==> src/rtl/subtractor32_pkg.sv <==
// -----------------------------------------------------------------------------
// subtractor32_pkg
// Shared definitions for the digit-serial 32-bit subtractor:
//   WIDTH       - operand/result width (32)
//   state_e     - sequencer states (IDLE, RUN, DONE)
//   num_digits  - number of RUN cycles for a given digit width
// -----------------------------------------------------------------------------
package subtractor32_pkg;

  localparam int WIDTH = 32;

  typedef enum logic [1:0] {
    IDLE = 2'd0,
    RUN  = 2'd1,
    DONE = 2'd2
  } state_e;

  function automatic int num_digits(input int digit_w);
    return WIDTH / digit_w;
  endfunction

endpackage

==> src/rtl/subtractor32_serial_digit.sv <==
// -----------------------------------------------------------------------------
// subtractor_digit
// Purely combinational W-bit subtract slice: diff = a - b - borrow_in.
// Ports:
//   a_i      [W-1:0]  minuend digit
//   b_i      [W-1:0]  subtrahend digit
//   borrow_i          borrow into the LSB of the digit
//   diff_o   [W-1:0]  difference digit
//   borrow_o          borrow out of the MSB of the digit
// -----------------------------------------------------------------------------
module subtractor_digit #(
  parameter int W = 4
) (
  input  logic [W-1:0] a_i,
  input  logic [W-1:0] b_i,
  input  logic         borrow_i,
  output logic [W-1:0] diff_o,
  output logic         borrow_o
);

  logic [W:0] ext_diff;

  // One extra bit on the left catches the borrow as a wrap of the top bit.
  always_comb begin
    ext_diff = {1'b0, a_i} - {1'b0, b_i} - {{W{1'b0}}, borrow_i};
  end

  assign diff_o   = ext_diff[W-1:0];
  assign borrow_o = ext_diff[W];

endmodule

==> src/rtl/subtractor32_serial.sv <==
// -----------------------------------------------------------------------------
// subtractor32_serial
// Digit-serial 32-bit subtractor: diff = a - b - borrow_in, computed DIGIT_W
// bits per clock starting at the least significant digit. The result is held
// in DONE until the consumer accepts it with ready_i.
//
// Build option: define SUBTRACTOR32_SAT_EN to saturate diff_o on signed
// overflow (0x7FFFFFFF for non-negative minuend, 0x80000000 otherwise).
// Without it diff_o is the raw wrapped result. borrow_o and overflow_o are
// identical in both builds.
//
// Ports:
//   clk_i       clock, rising edge
//   rst_i       asynchronous active-high reset
//   a_i, b_i    32-bit minuend / subtrahend
//   borrow_i    borrow-in at bit 0
//   valid_i     operands valid (taken only in IDLE)
//   ready_o     block can accept operands (IDLE)
//   diff_o      32-bit result
//   borrow_o    final borrow-out (unsigned a < b + borrow_i)
//   overflow_o  signed two's-complement overflow
//   zero_o      diff_o equals zero
//   valid_o     result valid (DONE)
//   ready_i     consumer accepts result
// -----------------------------------------------------------------------------
module subtractor32_serial
  import subtractor32_pkg::*;
#(
  parameter int DIGIT_W = 4
) (
  input  logic              clk_i,
  input  logic              rst_i,
  input  logic [WIDTH-1:0]  a_i,
  input  logic [WIDTH-1:0]  b_i,
  input  logic              borrow_i,
  input  logic              valid_i,
  output logic              ready_o,
  output logic [WIDTH-1:0]  diff_o,
  output logic              borrow_o,
  output logic              overflow_o,
  output logic              zero_o,
  output logic              valid_o,
  input  logic              ready_i
);

  localparam int DIGITS = num_digits(DIGIT_W);
  localparam int CNT_W  = (DIGITS > 1) ? $clog2(DIGITS) : 1;

  state_e             state_q, state_d;
  logic [WIDTH-1:0]   a_q, a_d;
  logic [WIDTH-1:0]   b_q, b_d;
  logic               borrow_q, borrow_d;
  logic [CNT_W-1:0]   cnt_q, cnt_d;
  logic [WIDTH-1:0]   diff_q, diff_d;
  logic               borrow_out_q, borrow_out_d;
  logic               ovf_q, ovf_d;
  logic               zero_q, zero_d;
  logic               valid_q, valid_d;

  logic [DIGIT_W-1:0] a_dig;
  logic [DIGIT_W-1:0] b_dig;
  logic [DIGIT_W-1:0] d_dig;
  logic               bo_dig;
  logic [WIDTH-1:0]   raw_diff;
  logic [WIDTH-1:0]   final_diff;
  logic               ovf_calc;
  logic               last_digit;

  // Select digit k of the captured operands.
  always_comb begin
    a_dig = '0;
    b_dig = '0;
    for (int i = 0; i < DIGITS; i++) begin
      if (cnt_q == CNT_W'(i)) begin
        a_dig = a_q[i*DIGIT_W +: DIGIT_W];
        b_dig = b_q[i*DIGIT_W +: DIGIT_W];
      end
    end
  end

  subtractor_digit #(
    .W (DIGIT_W)
  ) u_digit (
    .a_i      (a_dig),
    .b_i      (b_dig),
    .borrow_i (borrow_q),
    .diff_o   (d_dig),
    .borrow_o (bo_dig)
  );

  assign last_digit = (cnt_q == CNT_W'(DIGITS - 1));

  // Diff register with digit k replaced by this cycle's slice result; on the
  // last digit this is the complete raw wrapped difference.
  always_comb begin
    raw_diff = diff_q;
    for (int i = 0; i < DIGITS; i++) begin
      if (cnt_q == CNT_W'(i)) begin
        raw_diff[i*DIGIT_W +: DIGIT_W] = d_dig;
      end
    end
  end

  // Overflow is judged on the raw result, never on the saturated one.
  assign ovf_calc = (a_q[WIDTH-1] != b_q[WIDTH-1]) &&
                    (raw_diff[WIDTH-1] != a_q[WIDTH-1]);

  always_comb begin
    final_diff = raw_diff;
`ifdef SUBTRACTOR32_SAT_EN
    if (ovf_calc) begin
      final_diff = a_q[WIDTH-1] ? 32'h8000_0000 : 32'h7FFF_FFFF;
    end
`endif
  end

  always_comb begin
    state_d      = state_q;
    a_d          = a_q;
    b_d          = b_q;
    borrow_d     = borrow_q;
    cnt_d        = cnt_q;
    diff_d       = diff_q;
    borrow_out_d = borrow_out_q;
    ovf_d        = ovf_q;
    zero_d       = zero_q;
    valid_d      = valid_q;

    case (state_q)
      IDLE: begin
        if (valid_i) begin
          a_d      = a_i;
          b_d      = b_i;
          borrow_d = borrow_i;
          cnt_d    = '0;
          diff_d   = '0;
          state_d  = RUN;
        end
      end

      RUN: begin
        diff_d   = raw_diff;
        borrow_d = bo_dig;
        if (last_digit) begin
          diff_d       = final_diff;
          borrow_out_d = bo_dig;
          ovf_d        = ovf_calc;
          zero_d       = (final_diff == '0);
          valid_d      = 1'b1;
          state_d      = DONE;
        end else begin
          cnt_d = cnt_q + 1'b1;
        end
      end

      DONE: begin
        if (ready_i) begin
          valid_d = 1'b0;
          state_d = IDLE;
        end
      end

      default: begin
        valid_d = 1'b0;
        state_d = IDLE;
      end
    endcase
  end

  always_ff @(posedge clk_i or posedge rst_i) begin
    if (rst_i) begin
      state_q      <= IDLE;
      a_q          <= '0;
      b_q          <= '0;
      borrow_q     <= 1'b0;
      cnt_q        <= '0;
      diff_q       <= '0;
      borrow_out_q <= 1'b0;
      ovf_q        <= 1'b0;
      zero_q       <= 1'b0;
      valid_q      <= 1'b0;
    end else begin
      state_q      <= state_d;
      a_q          <= a_d;
      b_q          <= b_d;
      borrow_q     <= borrow_d;
      cnt_q        <= cnt_d;
      diff_q       <= diff_d;
      borrow_out_q <= borrow_out_d;
      ovf_q        <= ovf_d;
      zero_q       <= zero_d;
      valid_q      <= valid_d;
    end
  end

  assign ready_o    = (state_q == IDLE);
  assign diff_o     = diff_q;
  assign borrow_o   = borrow_out_q;
  assign overflow_o = ovf_q;
  assign zero_o     = zero_q;
  assign valid_o    = valid_q;

endmodule

==> config.mk <==
export PLATFORM = sky130hd
export DESIGN_NAME = subtractor32_serial
export DESIGN_NICKNAME = d
export VERILOG_FILES = /design/src/rtl/subtractor32_pkg.sv /design/src/rtl/subtractor32_serial_digit.sv /design/src/rtl/subtractor32_serial.sv
export SDC_FILE = /design/constraint.sdc
export NUM_CORES = 1
export LEC_CHECK = 0
export CAP_MARGIN = 20
export CORE_MARGIN = 2
export CORE_UTILIZATION = 52
export DETAILED_ROUTE_END_ITERATION = 6
export PLACE_DENSITY = 0.79
export SETUP_SLACK_MARGIN = 0.1
export SLEW_MARGIN = 25
export SYNTH_ARGS = -nofsm -noshare
export SYNTH_HDL_FRONTEND = slang
export SYNTH_HIERARCHICAL = 1
export SYNTH_SLANG_ARGS = --single-unit
==> constraint.sdc <==
create_clock -name clk_i -period 6.78 [get_ports clk_i]
set_clock_uncertainty 0.2 [all_clocks]
set_input_delay 1.356 -clock clk_i [delete_from_list [all_inputs] [get_ports clk_i]]
set_output_delay 1.356 -clock clk_i [all_outputs]
set_load 0.01 [all_outputs]
run_1/class_map.png
Scale bar: 20 µm.
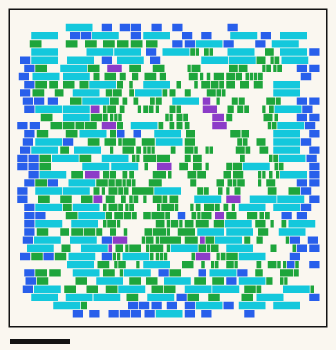
| colour | class | cells | share of their area |
|---|---|---|---|
| blue | remaining buffers and delay cells | 110 | 17% |
| cyan | registers | 106 | 41% |
| green | remaining logic cells | 354 | 39% |
| purple | clock drivers and dummy loads | 16 | 2.8% |

run_1/ff_map.png
Scale bar: 20 µm.
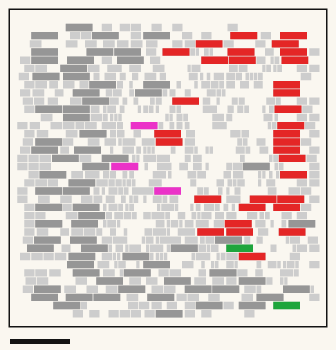
| colour | signal | placed flops |
|---|---|---|
| green | state_q | 2 |
| red | diff_o | 32 |
| magenta | cnt_q | 3 |
not coloured: 69
FF+latch area: 2650 µm²
Layout Utilization: 67.1%
fraction of area in registers: 40.1%

==> results.py, run 1 <==
# Flow results
metrics = {
    "cells_and_area": {
        "fin_area_um2": 6620,
        "fin_cells": 719,
        "fin_nets": 664,
        "area.combinational_um2": 2470,
    },
    "synth": {
        "muxShareOfSynthArea_pct": 14.4,
        "ys_cells": 495,
        "ys_seq_elements": 106,
        "common_cells": "dfrtp_1, mux2_2, nand2_1, nor2_1, o21ai_0",
        "top_cell": "dfrtp_1",
    },
    "floorplanning": {
        "io_pins": 106,
        "dieWidth_um": 105,
        "die_h_um": 105,
    },
    "worst_setup_path": {
        "critPathLaunchType": "flop",
        "crit_path_end": "zero_o$_DFFE_PP0P_",
        "cp.required_ns": 6.86,
        "slowest_stage": "dfrtp_1",
    },
    "clocking": {
        "cts-htree-levels": 3,
        "post-cts-setup-buffer-count": 0,
        "clk_pin_slew_ns": 0.10,
        "root_buffer": "clkbuf_8",
    },
    "final_timing": {
        "setup_violations": 0,
        "finalWorstSetupSlack_ns": 0.720,
        "maxSlewHeadroom_pct": 30.3,
    },
    "outcome": {
        "status": "finished, final reports clean",
    },
    "place": {
        "place_area_um2": 6440,
        "post-place-cells": 703,
        "gp_congestion": 0.889,
        "pre_cts_ws_ns": 0.818,
    },
    "drt": {
        "drtIter0Drc": 226,
        "vias": 4199,
        "vias_per_cell": 5.84,
    },
    "min_path": {
        "hold_start": "valid_o$_DFFE_PP0P_",
        "hold_end": "valid_o$_DFFE_PP0P_",
    },
}
run_1/congestion_map.png
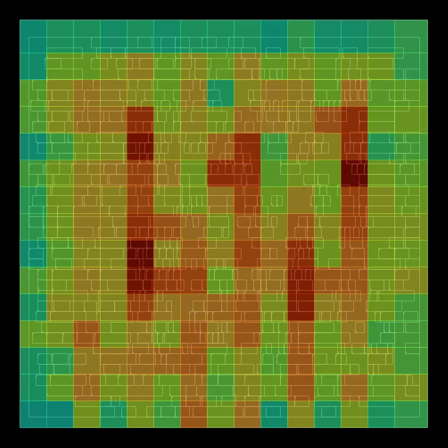
most crowded layer after global routing: met2
M2 GR Usage: 40.7%

==> run 1: cell type report <==
cell class / instances / share of cell area (%)
Inverter: 17 / 1.00
Clock inverter: 6 / 0.756
Timing Repair Buffer: 110 / 16.4
Tap cell: 133 / 2.51
Clock buffer: 10 / 1.93
Multi-Input combinational cell: 337 / 37.3
Sequential cell: 106 / 40.1
==> run 1: routing by layer <==
metal / part of all wire [%] / routed length (µm) / GRT usage (%) / vias up
met5: 0 / 0 / 0 / -
met4: 1.8 / 231 / 8.76 / 0
met3: 5.8 / 760 / 3.31 / 17
met2: 49 / 6390 / 40.7 / 138
met1: 43 / 5640 / 33.0 / 2097
li1: - / - / - / 1947
==> run 1: registers in the layout, summed over array words and instances, names as in the netlist <==
name / flops
borrow_o: 1
overflow_o: 1
diff_o: 32
zero_o: 1
b_q: 32
cnt_q: 3
a_q: 32
borrow_q: 1
state_q: 2
valid_o: 1
==> run 1: cells by family (layout without fill, tap and decap cells) <==
kind of cell	count (synthesis)	count (layout)
multiplexers	68	68
flip-flops	106	106
XOR/XNOR	4	4
adder cells (fa/ha/maj)	14	14
AND-OR/OR-AND	114	114
buffers and inverters	52	143
AND/OR/NAND/NOR	137	137
run_1/sizing.png
Scale bar: 20 µm.
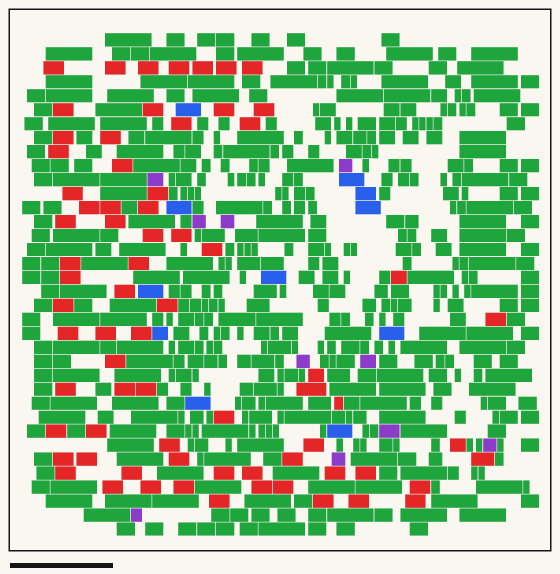

==> run 2: changes to the inputs <==
--- a/config.mk
+++ b/config.mk
@@ -6,7 +6,7 @@
 export NUM_CORES = 1
 export LEC_CHECK = 0
 export CAP_MARGIN = 20
-export CORE_MARGIN = 2
+export CORE_MARGIN = 4
 export CORE_UTILIZATION = 52
 export DETAILED_ROUTE_END_ITERATION = 6
 export PLACE_DENSITY = 0.79
run_2/sizing.png
Scale bar: 20 µm.
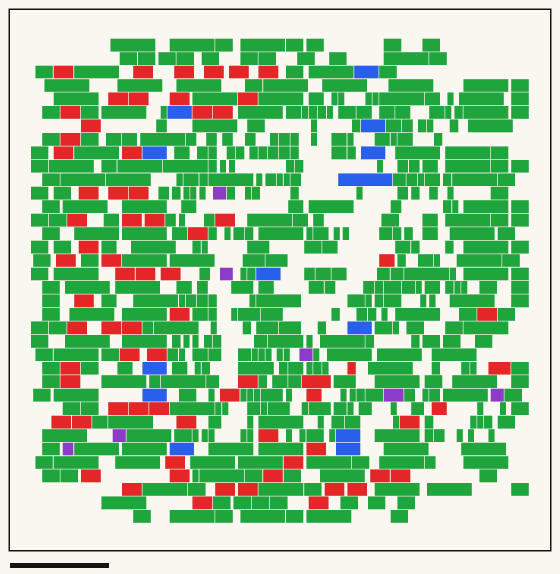
| colour | size | cells |
|---|---|---|
| purple | x3 and x4 | 7 |
| green | x1 and smaller | 493 |
| blue | x6 and larger | 13 |
| red | x2 | 72 |
Final Cell Area: 6650 µm²
post-route setup slack: 0.738 ns
bufs w/o clock: 110

run_2/congestion_map.png
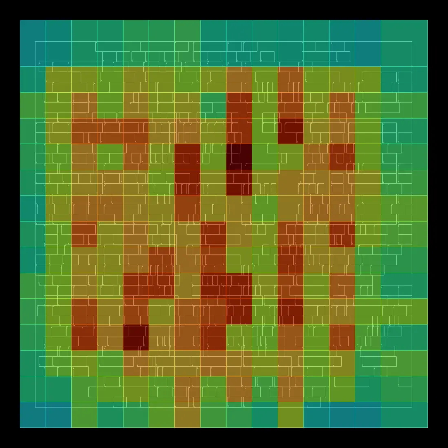
Layout Utilization: 67.4%
M2 GR Usage: 38.9%
M1 GR Usage: 30.6%
DR WL/cell: 18.2 µm

==> results.py, run 2 <==
# Flow results
metrics = {
    "global_routing": {
        "grt_pass1_wl_um": 21500,
        "grt-ovfl-total": 0,
        "grt_max_degree": 70,
        "busiest_layer": "met2",
        "use_met3_pct": 4.97,
    },
    "drt": {
        "wl_met1_um": 5610,
        "wl_met2_um": 6350,
        "wl_met3_um": 786,
        "highest_layer": "met4",
        "drtIter0Drc": 216,
        "vias_per_cell": 5.78,
    },
    "synth": {
        "ys_seq_elements": 106,
        "ys_seq_share_pct": 49.9,
        "area_leaders": "dfrtp_1, mux2_2, nand2_1",
        "top_cell": "dfrtp_1",
        "ys_cells": 495,
        "common_cells": "dfrtp_1, mux2_2, nand2_1, nor2_1, o21ai_0",
        "simple_gate_share_pct": 12.7,
        "muxShareOfSynthArea_pct": 14.4,
    },
    "floorplanning": {
        "io_pins": 106,
        "dieWidth_um": 109,
        "fp-utilization_pct": 53.9,
        "die_h_um": 109,
    },
    "final_timing": {
        "setup_violations": 0,
        "rsz0062_at_grt": "false",
        "maxSlewHeadroom_pct": 26.3,
    },
    "outcome": {
        "status": "finished, final reports clean",
    },
    "clocking": {
        "root_buffer": "clkbuf_8",
        "post-cts-setup-buffer-count": 0,
        "cts-htree-levels": 3,
    },
    "place": {
        "post-place-cells": 703,
        "gp_congestion": 0.878,
    },
    "min_path": {
        "hold_end": "valid_o$_DFFE_PP0P_",
        "hold_start": "valid_o$_DFFE_PP0P_",
    },
    "worst_setup_path": {
        "slowest_stage": "dfrtp_1",
        "critPathLaunchType": "flop",
        "cp.required_ns": 6.87,
        "worstPathCellList": "inv_1 > ha_1 > or2_1 > o311ai_1 > a21oi_1 > o31ai_1 > inv_1 > fa_1 > inv_1 > ha_1 > o21ai_0 > nand3b_1 > xor2_2 > nor4_1 > o21ai_0 > or4_1 > or4_1 > o31ai_1",
    },
    "job": {
        "warning_count": 31,
    },
    "cells_and_area": {
        "fin_cells": 718,
    },
}
## run 2: cell type report
cell class,count,area (µm²)
clock buffers,13,169
well taps,133,166
repair buffers,110,1090
fillers,742,3220
multi-input cells,337,2470
clock inverters,2,35.0
inverters,17,66.3
flip-flops and latches,106,2650
## run 2: stage by stage
| stage | cell area [µm²] | hold slack [ns] | worst slack, ns |
|---|---|---|---|
| after floorplan | 5310 | 0.281 | 2.06 |
| after global placement | 6440 | 0.260 | 0.980 |
| after detailed placement | 6440 | 0.280 | 0.824 |
| after CTS | 6650 | 0.302 | 0.778 |
| after global routing | 6650 | 0.309 | 0.299 |
| final | 6650 | 0.288 | 0.738 |
## run 2: worst max path at each step
| stage | start | endpoint | slack (ns) | depth (start not counted) |
|---|---|---|---|---|
| after detailed placement | cnt_q[2]$_DFFE_PP0P_ | zero_o$_DFFE_PP0P_ | 0.82 | 18 |
| after floorplan | cnt_q[2]$_DFFE_PP0P_ | zero_o$_DFFE_PP0P_ | 2.06 | 19 |
| after CTS | cnt_q[2]$_DFFE_PP0P_ | zero_o$_DFFE_PP0P_ | 0.78 | 15 |
| final | cnt_q[2]$_DFFE_PP0P_ | zero_o$_DFFE_PP0P_ | 0.74 | 18 |
| after global routing | cnt_q[2]$_DFFE_PP0P_ | zero_o$_DFFE_PP0P_ | 0.30 | 18 |
| after global placement | cnt_q[2]$_DFFE_PP0P_ | zero_o$_DFFE_PP0P_ | 0.98 | 18 |
run_2/class_map.png
Scale bar: 20 µm.
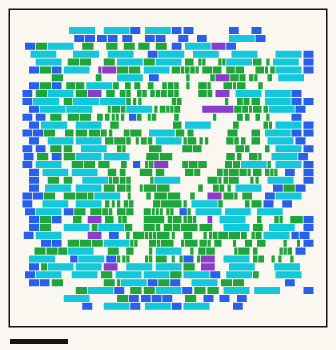

==> run 3: changes to the inputs <==
--- a/config.mk
+++ b/config.mk
@@ -7,10 +7,11 @@
 export LEC_CHECK = 0
 export CAP_MARGIN = 20
 export CORE_MARGIN = 4
-export CORE_UTILIZATION = 52
+export CORE_UTILIZATION = 47
 export DETAILED_ROUTE_END_ITERATION = 6
-export PLACE_DENSITY = 0.79
+export PLACE_DENSITY = 0.77
 export SETUP_SLACK_MARGIN = 0.1
+export SKIP_CTS_REPAIR_TIMING = 1
 export SLEW_MARGIN = 25
 export SYNTH_ARGS = -nofsm -noshare
 export SYNTH_HDL_FRONTEND = slang
==> constraint.sdc (replaced) <==
create_clock -name clk_i -period 5.28 [get_ports clk_i]
set_clock_uncertainty 0.2 [all_clocks]
set_input_delay 1.056 -clock clk_i [delete_from_list [all_inputs] [get_ports clk_i]]
set_output_delay 1.056 -clock clk_i [all_outputs]
set_load 0.01 [all_outputs]
run_3/class_map.png
Scale bar: 20 µm.
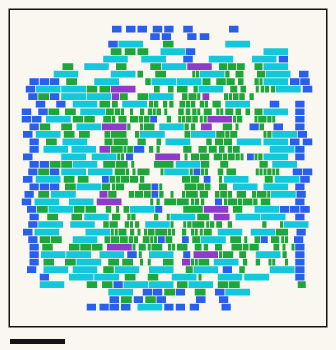
| colour | class | cells | share of their area |
|---|---|---|---|
| green | remaining logic cells | 354 | 38% |
| blue | remaining buffers and delay cells | 120 | 18% |
| cyan | registers | 106 | 40% |
| purple | clock drivers and dummy loads | 16 | 4.4% |
# rows: 38
Final Cell Area: 6850 µm²
Layout Utilization: 62.6%
Core Box Area: 10900 µm²
fraction of area in registers: 38.7%

==> results.py, run 3 <==
# Flow results
metrics = {
    "outcome": {
        "status": "finished, final reports clean",
    },
    "worst_setup_path": {
        "worstSetupStartpoint": "cnt_q[1]$_DFFE_PP0P_",
        "critPathLaunchType": "flop",
        "crit_path_end": "zero_o$_DFFE_PP0P_",
        "slowest_delay_ns": 0.54,
        "path_buffers": 4,
        "worstPathCellList": "inv_1 > ha_1 > buf_6 > a221oi_1 > o311ai_2 > a21oi_1 > o31ai_1 > inv_1 > fa_1 > inv_1 > ha_1 > o21ai_0 > nand3b_1 > xor2_1 > nor4_1 > o21ai_0 > or4_1 > or4_1 > o31ai_1",
        "critical-path-top-delay-family": "AND-OR/OR-AND gates",
        "cp.required_ns": 5.34,
        "crit_fanout": 36,
        "slowest_stage": "fa_1",
        "cp.depth": 19,
    },
    "global_routing": {
        "grt-ovfl-total": 0,
        "grt_pass1_wl_um": 21900,
        "grt_max_degree": 76,
    },
    "final_timing": {
        "finalMaxSlewViolations": 0,
        "maxSlewHeadroom_pct": 43.2,
        "rsz0062_at_grt": "false",
        "setup_violations": 0,
    },
    "clocking": {
        "cts-htree-levels": 3,
        "cts_inserted_buffers": 9,
        "root_buffer": "clkbuf_16",
    },
    "drt": {
        "vias": 4309,
        "drtIter0Drc": 262,
        "wl_met1_um": 5950,
        "highest_layer": "met4",
        "wl_met2_um": 6380,
        "final_antenna_net_count": 0,
        "wl_met3_um": 839,
    },
    "synth": {
        "ys_cells": 495,
        "ys_seq_elements": 106,
        "area_leaders": "dfrtp_1, mux2_2, nand2_1",
        "ys_seq_share_pct": 49.9,
        "common_cells": "dfrtp_1, mux2_2, nand2_1, nor2_1, o21ai_0",
        "top_cell": "dfrtp_1",
    },
    "place": {
        "gp_congestion": 0.857,
    },
    "floorplanning": {
        "die_h_um": 114,
        "io_pins": 106,
        "fp-utilization_pct": 48.6,
        "dieWidth_um": 114,
    },
    "min_path": {
        "hold_start": "valid_o$_DFFE_PP0P_",
        "hold_end": "valid_o$_DFFE_PP0P_",
    },
    "cells_and_area": {
        "fin_nets": 674,
        "fill_cells": 929,
    },
}
run_3/congestion_map.png
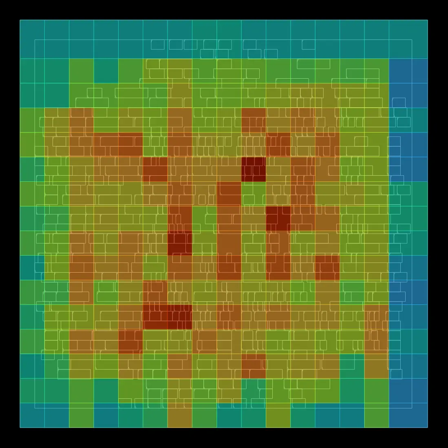
M2 GR Usage: 33.5%
DR WL/cell: 18.2 µm

==> run 3: cell count changes in the layout (fill, tap and decap cells not counted), moves of 2 or more <==
cell        delta
clkbuf_8      -12
buf_4          +9
clkbuf_16      +9
clkinvlp_4     +2
inv_6          +2
inv_8          +2
==> run 3: cell type report <==
type	count	area, µm²	share of cell area, %
timing repair buffer	120	1170	17.1
tap	140	175	2.56
multi-input combinational	337	2480	36.3
inverter	17	68.8	1.01
clock inverter	7	71.3	1.04
sequential	106	2650	38.7
clock buffer	9	225	3.29
==> run 3: metal layers <==
layer | GRT usage, % | vias up
li1 | - | 1972
met1 | 29.7 | 2140
met2 | 33.5 | 171
met3 | 4.07 | 26
met4 | 5.62 | 0
met5 | 0 | -
==> run 3: metrics by stage <==
stage,util (%),hold WS (ns),cells,worst slack [ns],instance area (µm²)
2_1_floorplan,-,0.281,495,0.562,5310
3_3_place_gp,59.6,0.260,720,0.644,6520
3_5_place_dp,59.6,0.263,720,0.417,6520
4_1_cts,62.3,0.282,736,0.393,6820
5_1_grt,62.6,0.327,736,0.108,6850
6_report,62.6,0.275,736,0.563,6850
==> run 3: cells by family after synthesis <==
group / synth area share [%]
compound gates: 14.9
flops: 49.9
fa+ha+maj: 3.58
mux: 14.4
xor+xnor: 0.659
simple gates: 12.7
buf+inv: 3.84
==> run 3: tightest hold or removal path, stage by stage (launching register included) <==
cell     delay [ns]
dfrtp_1        0.34
nand2_1        0.05
nand2_1        0.05
